### src/rtl/rr_arb_pkg.sv
// Shared constants, state type and priority-rotation helper for the round-robin mux arbiter.
package rr_arb_pkg;

  localparam int unsigned NREQ = 8;
  localparam int unsigned SELW = 3;
  localparam int unsigned DW   = 8;

  typedef enum logic {
    IDLE = 1'b0,
    BUSY = 1'b1
  } state_e;

  // Bit j of the result is v[(j - amt) mod NREQ]; rotating by -ptr puts req[ptr] at bit 0.
  function automatic logic [NREQ-1:0] rotl(input logic [NREQ-1:0] v,
                                           input logic [SELW-1:0] amt);
    logic [NREQ-1:0] r;
    logic [SELW-1:0] src;
    r = '0;
    for (int j = 0; j < int'(NREQ); j++) begin
      src  = SELW'(j) - amt;
      r[j] = v[src];
    end
    return r;
  endfunction

endpackage

### src/rtl/mux8t1.sv
// Eight-way byte multiplexer: picks one DW-bit slice of din by sel.
module mux8t1
  import rr_arb_pkg::*;
(
  input  logic [NREQ*DW-1:0] din,
  input  logic [SELW-1:0]    sel,
  output logic [DW-1:0]      dout
);

  always_comb begin
    dout = '0;
    unique case (sel)
      3'd0: dout = din[0*DW +: DW];
      3'd1: dout = din[1*DW +: DW];
      3'd2: dout = din[2*DW +: DW];
      3'd3: dout = din[3*DW +: DW];
      3'd4: dout = din[4*DW +: DW];
      3'd5: dout = din[5*DW +: DW];
      3'd6: dout = din[6*DW +: DW];
      3'd7: dout = din[7*DW +: DW];
      default: dout = '0;
    endcase
  end

endmodule

### src/rtl/rr_mux_arb8.sv
// Round-robin arbiter sharing one 8:1 byte mux among eight requesters, one registered output slot.
// Optional grant lock on the current owner is enabled by defining ARB_LOCK_EN.
module rr_mux_arb8
  import rr_arb_pkg::*;
#(
  parameter int unsigned RESET_PTR = 0
) (
  input  logic                 clk,
  input  logic                 rst_n,
  input  logic [NREQ-1:0]      req,
  input  logic [NREQ*DW-1:0]   din,
  output logic [NREQ-1:0]      ack,
  output logic                 out_valid,
  output logic [DW-1:0]        out_data,
  output logic [SELW-1:0]      sel,
  input  logic                 out_ready
`ifdef ARB_LOCK_EN
  ,
  input  logic [NREQ-1:0]      lock
`endif
);

  state_e          state_q, state_d;
  logic [SELW-1:0] ptr_q, ptr_d;
  logic [SELW-1:0] sel_q, sel_d;
  logic [DW-1:0]   data_q, data_d;
  logic [DW-1:0]   mux_out;

  logic            cap;
  logic            any_req;
  logic            grant;
  logic            hold_ptr;
  logic [NREQ-1:0] rot;
  logic [SELW-1:0] ff_idx;
  logic [SELW-1:0] rr_win;
  logic [SELW-1:0] win;

  assign cap     = (state_q == IDLE) | out_ready;
  assign any_req = |req;
  assign grant   = cap & any_req;

  // Rotate so the requester at ptr sits at bit 0, take the lowest set bit, then undo the rotation.
  always_comb begin
    rot    = rotl(req, SELW'(0) - ptr_q);
    ff_idx = '0;
    for (int i = int'(NREQ) - 1; i >= 0; i--) begin
      if (rot[i]) begin
        ff_idx = SELW'(i);
      end
    end
    rr_win = ff_idx + ptr_q;
  end

`ifdef ARB_LOCK_EN
  // A locked owner that keeps requesting is re-granted without moving the round-robin pointer.
  assign hold_ptr = (state_q == BUSY) & lock[sel_q] & req[sel_q];
`else
  assign hold_ptr = 1'b0;
`endif

  assign win = hold_ptr ? sel_q : rr_win;

  mux8t1 u_mux (
    .din  (din),
    .sel  (win),
    .dout (mux_out)
  );

  // State register
  always_ff @(posedge clk or negedge rst_n) begin
    if (!rst_n) begin
      state_q <= IDLE;
    end else begin
      state_q <= state_d;
    end
  end

  // Next-state logic
  always_comb begin
    state_d = state_q;
    if (cap) begin
      state_d = any_req ? BUSY : IDLE;
    end
  end

  // Output logic; ack is forced low while reset is asserted.
  always_comb begin
    ack       = '0;
    out_valid = (state_q == BUSY);
    if (grant && rst_n) begin
      ack[win] = 1'b1;
    end
  end

  always_comb begin
    ptr_d  = ptr_q;
    sel_d  = sel_q;
    data_d = data_q;
    if (grant) begin
      data_d = mux_out;
      sel_d  = win;
      if (!hold_ptr) begin
        ptr_d = win + SELW'(1);
      end
    end
  end

  always_ff @(posedge clk or negedge rst_n) begin
    if (!rst_n) begin
      ptr_q  <= SELW'(RESET_PTR);
      sel_q  <= '0;
      data_q <= '0;
    end else begin
      ptr_q  <= ptr_d;
      sel_q  <= sel_d;
      data_q <= data_d;
    end
  end

  assign out_data = data_q;
  assign sel      = sel_q;

endmodule
### config.mk
export PLATFORM = sky130hd
export DESIGN_NAME = rr_mux_arb8
export DESIGN_NICKNAME = d
export VERILOG_FILES = /design/src/rtl/rr_arb_pkg.sv /design/src/rtl/mux8t1.sv /design/src/rtl/rr_mux_arb8.sv
export SDC_FILE = /design/constraint.sdc
export NUM_CORES = 1
export LEC_CHECK = 0
export CAP_MARGIN = 5
export CORE_MARGIN = 1.5
export CORE_UTILIZATION = 43
export DETAILED_ROUTE_END_ITERATION = 12
export GPL_TIMING_DRIVEN = 0
export HOLD_SLACK_MARGIN = 0.1
export PLACE_DENSITY = 0.87
export SYNTH_ARGS = -nofsm -noshare
export SYNTH_HDL_FRONTEND = slang
export SYNTH_SLANG_ARGS = --single-unit
### constraint.sdc
create_clock -name clk -period 17.5 [get_ports clk]
set_clock_uncertainty 0.1 [all_clocks]
set_input_delay 3.5 -clock clk [delete_from_list [all_inputs] [get_ports clk]]
set_output_delay 3.5 -clock clk [all_outputs]
set_load 0.02 [all_outputs]
Run 1, the metal 1 layer:
Scale bar: 20 µm. Supply wires on this layer in gray.
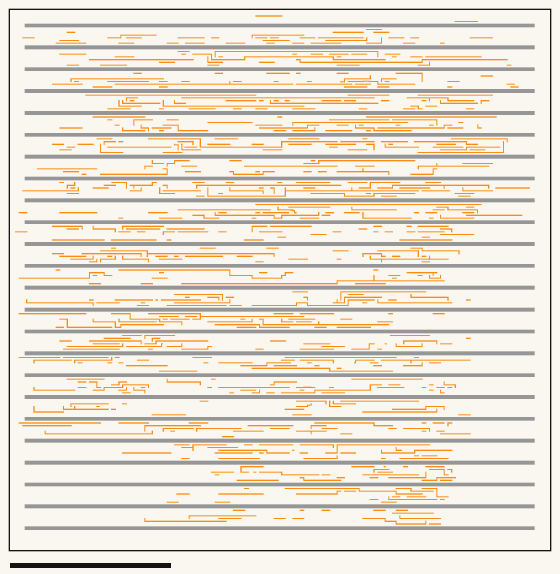
longest straight run: 28.1 µm
nets with wire on the layer: 342
main direction: horizontal
share of all routed wire: 40%
wire length on this layer: 2,290 µm
final WL: 5.70 mm
met1 Use GR: 31.1%

Run 1, metal 2:
Scale bar: 20 µm.
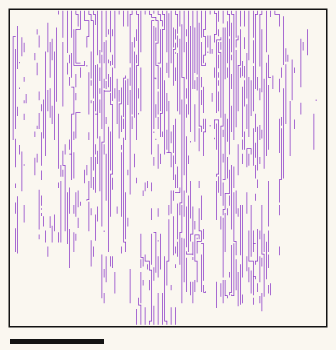
wire length on this layer: 3,010 µm
longest straight run: 28.4 µm
main direction: vertical
vias: 2,043
GR Util met2: 43.8%

Run 1, the metal 3 layer:
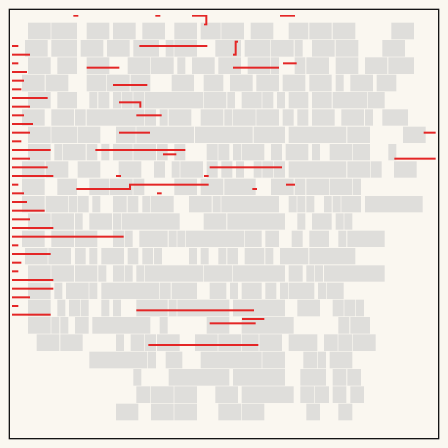
wire length on this layer: 262 µm
main direction: horizontal
longest straight run: 18.2 µm
nets with wire on the layer: 53
Global Route met3 Usage: 4.00%

==> results_dict.tcl, run 1 <==
# yosys + openroad results
set metrics [dict create \
    regArea_um2 375 \
    syn_inst 210 \
    setup_ws_ps 5670 \
    placed_cells 354 \
    tool_warnings 27 \
    antenna_found_initial 0 \
    fin_util_pct 71.1 \
    io_pins 95 \
    diodes 0 \
    hold_end "out_data[6]" \
    drc 0 \
    final_layout_top_logic_cells "clkdlybuf4s50_1 (94), nor2_1 (36), a21oi_1 (23), mux2i_1 (17), nand2_1 (17)" \
    final_hold_viol_count 0 \
    numCtsBuffers 3 \
    logic_gate_count 175 \
    rows 23 \
    reg2reg_to "out_data[6]" \
    pre_cts_slack_ps 5650 \
    nNonClkBuffers 108 \
    die_y_um 67.2 \
    fin_crit_ps 11830 \
    critPathRequiredTime_ps 13900 \
    ys_ff 15 \
    first_pass_iters 4 \
    final_nets 389 \
    hold_depth 2 \
    finalClockPeriodUsage_pct 67.6 \
    avgViaCountPerCell 5.71 \
    synth-seq-area-share_pct 21.2 \
    largest_register_ffs 8 \
    biggestCellCategory "combinational gates" \
    setup_viol 0 \
    path_clk_slew_ps 60 \
    initial_core_util_pct 44.6 \
    cts-root-buf "clkbuf_8" \
    gp_congestion 0.875 \
    path_cells "clkdlybuf4s50_1 -> mux4_2 -> mux2i_1 -> and2_1 -> o21ai_0 -> nand3_1 -> nand2_1 -> a21oi_1 -> ha_1 -> inv_1 -> fa_1 -> xnor2_1 -> xnor2_2 -> buf_2 -> nand3_1 -> nor3_1 -> clkdlybuf4s50_1" \
    grt_max_degree 18 \
    insertion_delay_ps 250 \
    coreArea_um2 3970 \
    path_buffers 4 \
    fmax_mhz 84.5 \
    rsz0062_at_grt "false" \
    min-delay-start "out_data[6]" \
    path_delay_family "buffers and inverters" \
    mostFrequentLayoutCell "clkdlybuf4s50_1" \
    dp_hpwl_mm 4.48 \
    cts_setup_buffers 0 \
    stdcell_area_um2 2820 \
    start_kind "input pin" \
    drv_slew 0 \
    maxCapViolCount 0 \
    crit_path_max_incr_delay_ps 640 \
    clockBufferDepth 2 \
    max-slew-margin-rel_pct 48.6 \
    flops 15 \
    final_antenna_net_count 0 \
    nWellTaps 50 \
    comb_area_share_pct 46.2 \
    die_area_um2 4520 \
    clock-sinks 15 \
    grt_overflow_total 0 \
    crit_start "req[1]" \
    grtUsageTotal_pct 25.2 \
    yosys_cells 210 \
    dpl_cell_area_um2 2780 \
    crit_fanout 10 \
    area_growth_pct 59.2 \
    fp_nets 290 \
    arrival_ps 8230 \
    cts_resized 0 \
    critPathKind "in -> out" \
    rrSetupSlack_ps 11050 \
    endpoint "ack[2]" \
    comb_area_um2 1310 \
    ff2ff_path_depth 26 \
    worst_slew_pin_slew_ps 768 \
    grt_pass1_vias 1895 \
    synth.distinct_cells 39 \
    drt-initial-drc-count 126 \
    finalSetupTns_ps 0 \
    htreeDepth 1 \
    nonClkBufAreaFrac_pct 35.8 \
    drive_above_1_share_pct 9.42 \
    syn_area_per_cell_um2 8.44 \
    ys_area_um2 1770 \
    fill_cells 324 \
    status "complete, no violations" \
    die_w_um 67.2 \
    timing.hold.ws_ps 392 \
]
[run 1: worst min-delay path, cell delays in order (launching register included)]
cell,delay (ps)
dfrtp_1,340
nand2_1,50
o31ai_1,60
[run 1: synthesized netlist by cell type, drive strengths merged]
cell type / count / area share, %
mux2i: 17 / 9.6
clkbuf: 9 / 1.9
a22o: 7 / 3.5
a21oi: 23 / 6.5
a221oi: 8 / 4.3
o21ai: 8 / 2.3
o31ai: 1 / 0.42
nor2: 36 / 7.6
xnor2: 4 / 2.4
a211o: 1 / 0.49
buf: 5 / 2.0
o21bai: 1 / 0.42
nand3: 3 / 0.85
nor2b: 1 / 0.35
or3b: 1 / 0.49
mux2: 9 / 5.7
nor3: 2 / 0.56
or4: 3 / 1.5
inv: 6 / 1.3
xor2: 2 / 0.99
ha: 4 / 2.8
mux4: 8 / 11
nand2b: 5 / 1.8
a22oi: 1 / 0.42
a311oi: 1 / 1.5
nand2: 17 / 3.6
fa: 1 / 1.1
dfrtp: 15 / 21
nor4: 9 / 3.2
and2: 2 / 0.71
[run 1: kinds of logic (layout without fill, tap and decap cells)]
kind of cell	after synthesis	count (layout)	share of synthesized area (%)
AND/OR/NAND/NOR	79	79	20.6
multiplexers	34	34	25.9
buffers and inverters	20	118	5.22
XOR/XNOR	6	6	3.39
AND-OR/OR-AND	51	51	19.8
flip-flops	15	15	21.2
adder cells (fa/ha/maj)	5	5	3.95
[run 1: layer usage]
metal  share of wire, %  track usage [%]  routed length [µm]
met5                  0                0                   0
met4                2.4             9.69                 138
met3                4.6             4.00                 262
met2                 53             43.8                3010
met1                 40             31.1                2290
Run 1, routing congestion map:
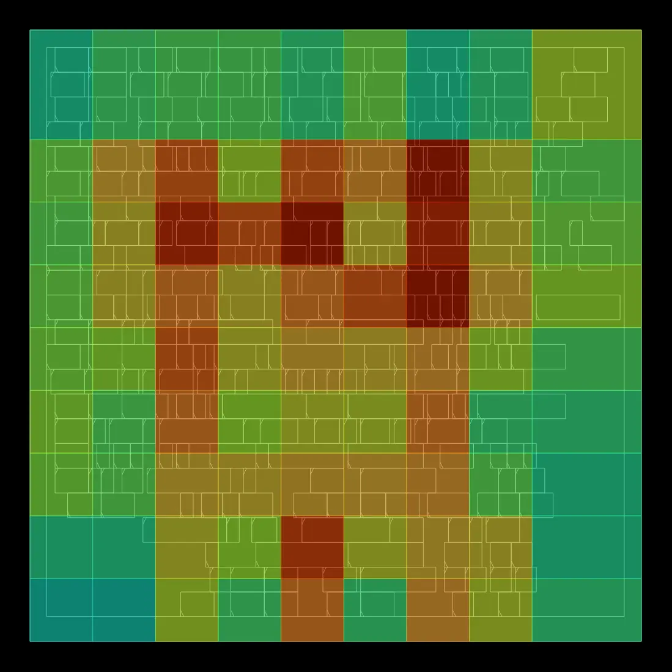

--- run 2 (diff from run 1) ---
CORE_UTILIZATION = 36   (was 43)
PLACE_DENSITY = 0.78   (was 0.87)
clock period = 10.5 ns   (was 17.5 ns; I/O delays follow)
Run 2, routing congestion map:
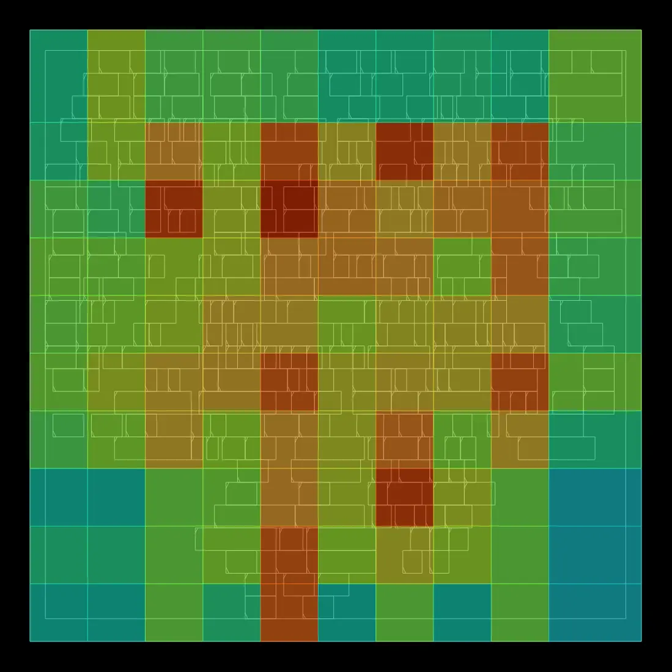
met1 Use GR: 28.3%
GR peak layer: met2
DR WL/cell: 15.4 µm
GR Util met2: 37.9%
Global Route Usage Sum: 21.7%

Run 2, clock network drawn from the DEF:
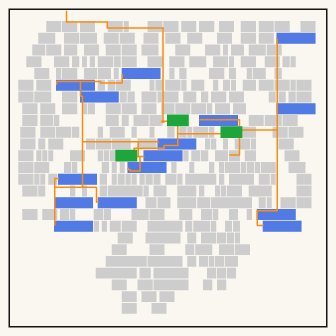
legend:
  green:
    item: clock drivers
    count: 3
  blue:
    item: flip-flops
    count: 15
  orange:
    item: clock wires
    length: 266 µm
routed clock nets: 4

Run 2, metal 2:
Scale bar: 20 µm.
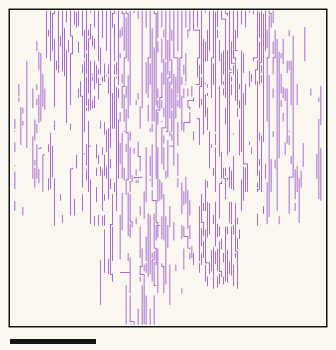
wire length on this layer: 3,060 µm
share of all routed wire: 53%
main direction: vertical
longest straight run: 39.8 µm
nets with wire on the layer: 336
vias: 2,002
final WL: 5.79 mm

==> run 2 against run 1 <==
  * Setup slack worse by 4200 ps
  * Non-clock buffer count unchanged
  * Sequential share of layout area down 0.11 points
  * Global-route usage down 3.4 points
  * Critical path depth unchanged
  * Hold slack worse by 10 ps
  * Via count down 2.0%
  * Register-to-register slack worse by 7000 ps
  * Flip-flop count unchanged
  * Critical endpoint unchanged
  * Die size up 19%
==> results_dict.tcl, run 2 <==
# yosys + openroad results
set metrics [dict create \
    coreArea_um2 4720 \
    htreeDepth 1 \
    dpl_cell_area_um2 2800 \
    path_clk_slew_ps 70 \
    synth-seq-area-share_pct 21.2 \
    wl_met2_mm 3.06 \
    synth.distinct_cells 39 \
    synth_top_cell_by_count "nor2_1" \
    io_pins 95 \
    yosys_cells 210 \
    start_kind "input pin" \
    wl_met1_mm 2.44 \
    arrival_ps 6830 \
    diodes 0 \
    final_hold_viol_count 0 \
    fmax_mhz 111 \
    area_growth_pct 60.6 \
    worst_slew_pin_slew_ps 808 \
    path_buffers 4 \
    die_w_um 73.2 \
    dp_hpwl_mm 4.60 \
    insertion_delay_ps 260 \
    path_delay_family "buffers and inverters" \
    die_area_um2 5350 \
    grt_overflow_total 0 \
    crit_fanout 10 \
    placed_cells 371 \
    gp_congestion 0.890 \
    synth.top_cell.area_share_pct 21.2 \
    fin_util_pct 60.3 \
    rsz0062_at_grt "false" \
    crit_path_max_incr_delay_ps 650 \
    syn_inst 210 \
    critPathKind "in -> out" \
    initial_core_util_pct 37.5 \
    finalSetupTns_ps 0 \
    clockBufferDepth 2 \
    grt_pass1_vias 1877 \
    final_layout_top_logic_cells "clkdlybuf4s50_1 (94), nor2_1 (36), a21oi_1 (23), mux2i_1 (17), nand2_1 (17)" \
    ys_ff 15 \
    top_cells_by_count "nor2_1 (36), a21oi_1 (23), mux2i_1 (17), nand2_1 (17), dfrtp_1 (15)" \
    largest_register_ffs 8 \
    cts_setup_buffers 0 \
    drt-initial-drc-count 147 \
    drc 0 \
    setup_viol 0 \
    die_y_um 73.2 \
    stdcell_area_um2 2850 \
    path_cells "clkdlybuf4s50_1 -> mux4_2 -> mux2i_1 -> and2_1 -> o21ai_0 -> nand3_1 -> nand2_1 -> a21oi_1 -> ha_1 -> inv_1 -> fa_1 -> xnor2_1 -> xnor2_2 -> buf_2 -> nand3_1 -> nor3_1 -> clkdlybuf4s50_1" \
    wl_met3_um 244 \
    dr.max_layer_used "met4" \
    tool_warnings 27 \
    ys_async_sr_fraction_pct 100 \
    ff_type "dfrtp_1" \
    syn_area_per_cell_um2 8.44 \
    status "complete, no violations" \
    mostFrequentLayoutCell "clkdlybuf4s50_1" \
    final_nets 389 \
    maxCapViolCount 0 \
    final_antenna_net_count 0 \
    clock-sinks 15 \
]
[run 2: path summary, 6_finish.rpt]
| path | from | endpoint | slack, ps | cells after the start |
|---|---|---|---|---|
| min in group asynchronous | rst_n | out_data[2] | 2210 | 1 |
| max in group asynchronous | rst_n | out_data[0] | 7590 | 1 |
| worst max register to register | ptr_q[0] | out_data[6] | 4080 | 26 |
| worst min register to register | sel[2] | sel[2] | 380 | 2 |
| worst min-delay path | sel[2] | sel[2] | 380 | 2 |
| worst max-delay path | req[1] | ack[2] | 1470 | 17 |
[run 2: layout make-up]
type                    instances  area, µm²
fillers                       438       1880
clock buffers                   3       41.3
plain buffers                  14       70.1
inverters                       6       22.5
well taps                      67       83.8
repair buffers                 94        941
flip-flops and latches         15        375
clock inverters                 1       7.51
multi-input cells             175       1310
[run 2: routing by layer]
metal,global-route usage (%),vias to the layer above
met2,37.9,56
met1,28.3,965
met3,4.01,4
li1,-,977
met4,3.56,0
met5,0,-
[run 2: through the flow]
stage                     hold slack, ps  setup slack, ps
final                                382             1470
after global routing                 432             1010
after CTS                            390             1420
after detailed placement             375             1410
after global placement               362             1490
after floorplan                      437             2890
[run 2: cells by family after synthesis]
family / Yosys count / synth area share (%)
AND/OR/NAND/NOR: 79 / 20.6
AND-OR/OR-AND: 51 / 19.8
multiplexers: 34 / 25.9
buffers and inverters: 20 / 5.22
flip-flops: 15 / 21.2
XOR/XNOR: 6 / 3.39
adder cells (fa/ha/maj): 5 / 3.95
Run 2, the metal 3 layer:
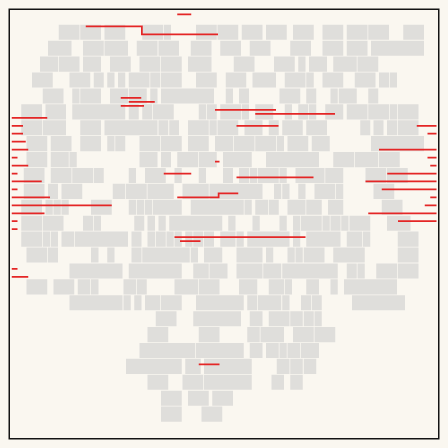

--- run 3 (diff from run 2) ---
CORE_UTILIZATION = 37   (was 36)
CTS_BUF_LIST = sky130_fd_sc_hd__clkbuf_4   (was not set)
PLACE_DENSITY = 0.8   (was 0.78)
Run 3, the metal 3 layer:
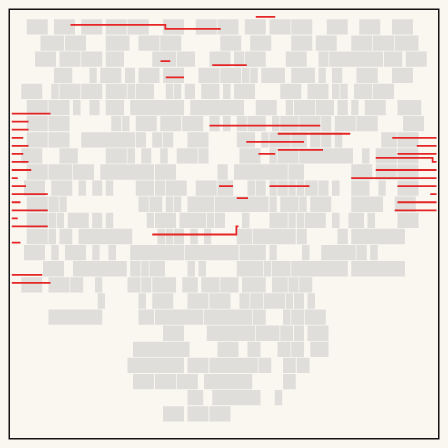
share of all routed wire: 4.1%
longest straight run: 18.4 µm
nets with wire on the layer: 38
main direction: horizontal
wire length on this layer: 242 µm
vias: 2,026
final WL: 5.86 mm

Run 3, the metal 1 layer:
Scale bar: 20 µm. Supply wires on this layer in gray.
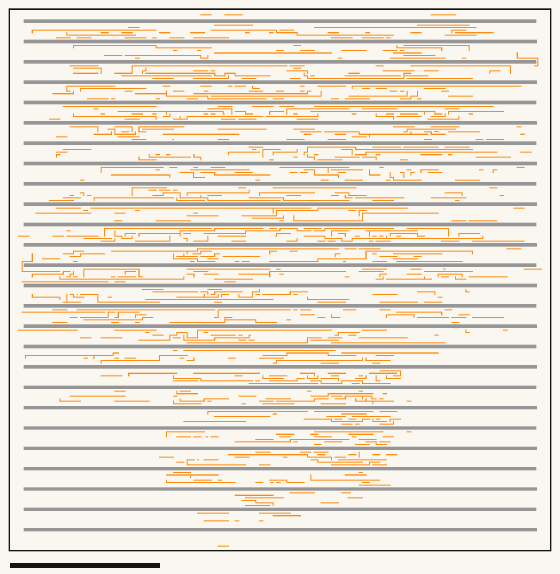
met1 Use GR: 29.5%

==> run 3 against run 2 <==
  * Via count increased by 1.2%
  * Die size decreased by 2.6%
  * First-iteration DRC count increased by 2.0%
  * Clock-buffer cell count unchanged
  * Maximum frequency decreased by 0.76%
  * Synthesized cell count unchanged
  * Routed wire length increased by 1.2%
  * Cell area decreased by 1.2%
  * Core utilization increased by 0.057 points
  * Flip-flop count unchanged
  * Largest cell class unchanged
  * Highest routed layer unchanged
==> results_dict.tcl, run 3 <==
# yosys + openroad results
set metrics [dict create \
    critPathRequiredTime_ps 8300 \
    ys.warnings.count 0 \
    reg2reg_to "out_data[3]" \
    path_delay_family "buffers and inverters" \
    diodes 0 \
    htreeDepth 1 \
    finalSetupTns_ps 0 \
    grt_pass1_vias 1952 \
    fin_crit_ps 9100 \
    worst_slew_pin_slew_ps 823 \
    synth_top_cell_by_count "nor2_1" \
    mux_area_share_pct 25.9 \
    stdcell_area_um2 2810 \
    clock-sinks 15 \
    avgViaCountPerCell 5.60 \
    drt-initial-drc-count 150 \
    edf_count 0 \
    slowest_stage "clkdlybuf4s50_1" \
    die_area_um2 5220 \
    synthesis.area_um2 1770 \
    clockBufferDepth 2 \
    top_cells_by_area "dfrtp_1 (21%), mux2i_1 (9.6%), nor2_1 (7.6%)" \
    fp_nets 290 \
    maxCapViolCount 0 \
    die_w_um 72.2 \
    tool_warnings 27 \
    final_layout_top_logic_cells "clkdlybuf4s50_1 (94), nor2_1 (36), a21oi_1 (23), mux2i_1 (17), nand2_1 (17)" \
    status "complete, no violations" \
    io_pins 95 \
    mostFrequentLayoutCell "clkdlybuf4s50_1" \
    critPathKind "in -> out" \
    gp_congestion 0.798 \
    die_y_um 72.2 \
    antenna_found_initial 0 \
    initial_core_util_pct 38.0 \
    final_hold_viol_count 0 \
    ff2ff_path_depth 26 \
    coreArea_um2 4660 \
    yosysTopAreaCell "dfrtp_1" \
    synthAoiAreaFrac_pct 19.8 \
    numCtsBuffers 3 \
    area_growth_pct 58.6 \
    syn_inst 210 \
    ff_type "dfrtp_1" \
    fill_cells 393 \
    synth.top_cell.area_share_pct 21.2 \
    path_cells "clkdlybuf4s50_1 -> mux4_2 -> mux2i_1 -> and2_1 -> o21ai_0 -> nand3_1 -> nand2_1 -> a21oi_1 -> ha_1 -> inv_1 -> fa_1 -> xnor2_1 -> xnor2_2 -> buf_2 -> nand3_1 -> nor3_1 -> clkdlybuf4s50_1" \
    reg2reg_from "ptr_q[0]" \
    crit_fanout 10 \
    io_buffers 94 \
    dp_hpwl_mm 4.57 \
    largest_register_ffs 8 \
    hold_path.class "reg -> reg" \
    syn_area_per_cell_um2 8.44 \
    drive_above_1_share_pct 9.42 \
    synth-seq-area-share_pct 21.2 \
    rows 25 \
    ys_ff 15 \
    ys_top_logic_family "multiplexers" \
    cts-hold-fix-buffers 0 \
    min-delay-start "out_data[6]" \
    rsz0062_at_grt "false" \
    finalClockPeriodUsage_pct 86.7 \
    dpl_cell_area_um2 2780 \
    tritoncts "done" \
    final_antenna_net_count 0 \
    drc 0 \
    grt_pass1_wl_mm 9.24 \
    rrSetupSlack_ps 4020 \
    cts-root-buf "clkbuf_4" \
    setup_viol 0 \
    start_kind "input pin" \
    path_buffers 4 \
    grt_overflow_total 0 \
    drv_slew 0 \
    fa_ha_area_share_pct 3.95 \
    synth.distinct_cells 39 \
    arrival_ps 6900 \
    xor_share_pct 3.39 \
    path_clk_slew_ps 90 \
    hold_depth 2 \
    top_cells_by_count "nor2_1 (36), a21oi_1 (23), mux2i_1 (17), nand2_1 (17), dfrtp_1 (15)" \
    hold_end "out_data[6]" \
    detail_route.wl_per_cell_um 16.2 \
    final_nets 389 \
    first_pass_iters 5 \
    grt_max_degree 18 \
    ys_area_um2 1770 \
    cts_setup_buffers 0 \
    cts_resized 0 \
    fmax_mhz 110 \
    yosys_cells 210 \
    max-slew-margin-rel_pct 45.0 \
    ys_sh_simple_pct 20.6 \
    endpoint_kind "output pin" \
    grtUsageTotal_pct 22.5 \
    ys_async_sr_fraction_pct 100 \
    crit_path_max_incr_delay_ps 640 \
]
Run 3, clock network drawn from the DEF:
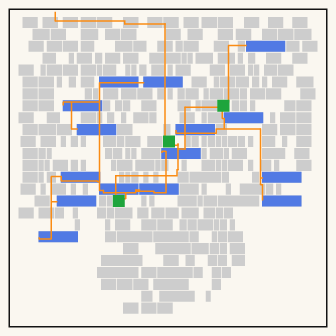
legend:
  blue:
    item: flip-flops
    count: 15
  green:
    item: clock drivers
    count: 3
  orange:
    item: clock wires
    length: 283 µm
routed clock nets: 4
clk_lat worst skew: 310 ps

run 3: cells by family (layout without fill, tap and decap cells):
| kind of cell | after synthesis | in the layout |
|---|---|---|
| buffers and inverters | 20 | 118 |
| AND/OR/NAND/NOR | 79 | 79 |
| AND-OR/OR-AND | 51 | 51 |
| XOR/XNOR | 6 | 6 |
| adder cells (fa/ha/maj) | 5 | 5 |
| multiplexers | 34 | 34 |
| flip-flops | 15 | 15 |
run 3: area by class of cell:
cell class	count	area (µm²)	area share, %
Multi-Input combinational cell	175	1310	46.4
Timing Repair Buffer	94	941	33.5
Sequential cell	15	375	13.4
Buffer	14	70.1	2.49
Tap cell	54	67.6	2.40
Clock buffer	3	22.5	0.801
Inverter	6	22.5	0.801
Clock inverter	1	7.51	0.267
run 3: layer usage:
layer	vias to the layer above	share of wire (%)	GRT usage [%]	routed length [µm]
li1	978	-	-	-
met1	991	44	29.5	2560
met2	51	51	39.1	3000
met3	6	4.1	3.47	241
met4	0	1.0	5.45	59
met5	-	0	0	0
run 3: through the flow:
stage / worst slack, ps / instances / util (%) / hold WS [ps]
floorplan: 2890 / 210 / - / 437
detailed placement: 1410 / 358 / 59.7 / 365
finish: 1400 / 362 / 60.3 / 379
CTS: 1390 / 362 / 60.3 / 387
global placement: 1470 / 358 / 59.7 / 359
global route: 1020 / 362 / 60.3 / 431
run 3: worst max-delay path by stage:
stage | startpoint | end | slack [ps] | cells after the start
after floorplan | req[1] | ack[2] | 2890 | 15
after global placement | req[1] | ack[2] | 1470 | 17
after detailed placement | req[1] | ack[2] | 1410 | 17
after CTS | req[1] | ack[2] | 1390 | 17
after global routing | req[1] | ack[2] | 1020 | 17
final | req[1] | ack[2] | 1400 | 17
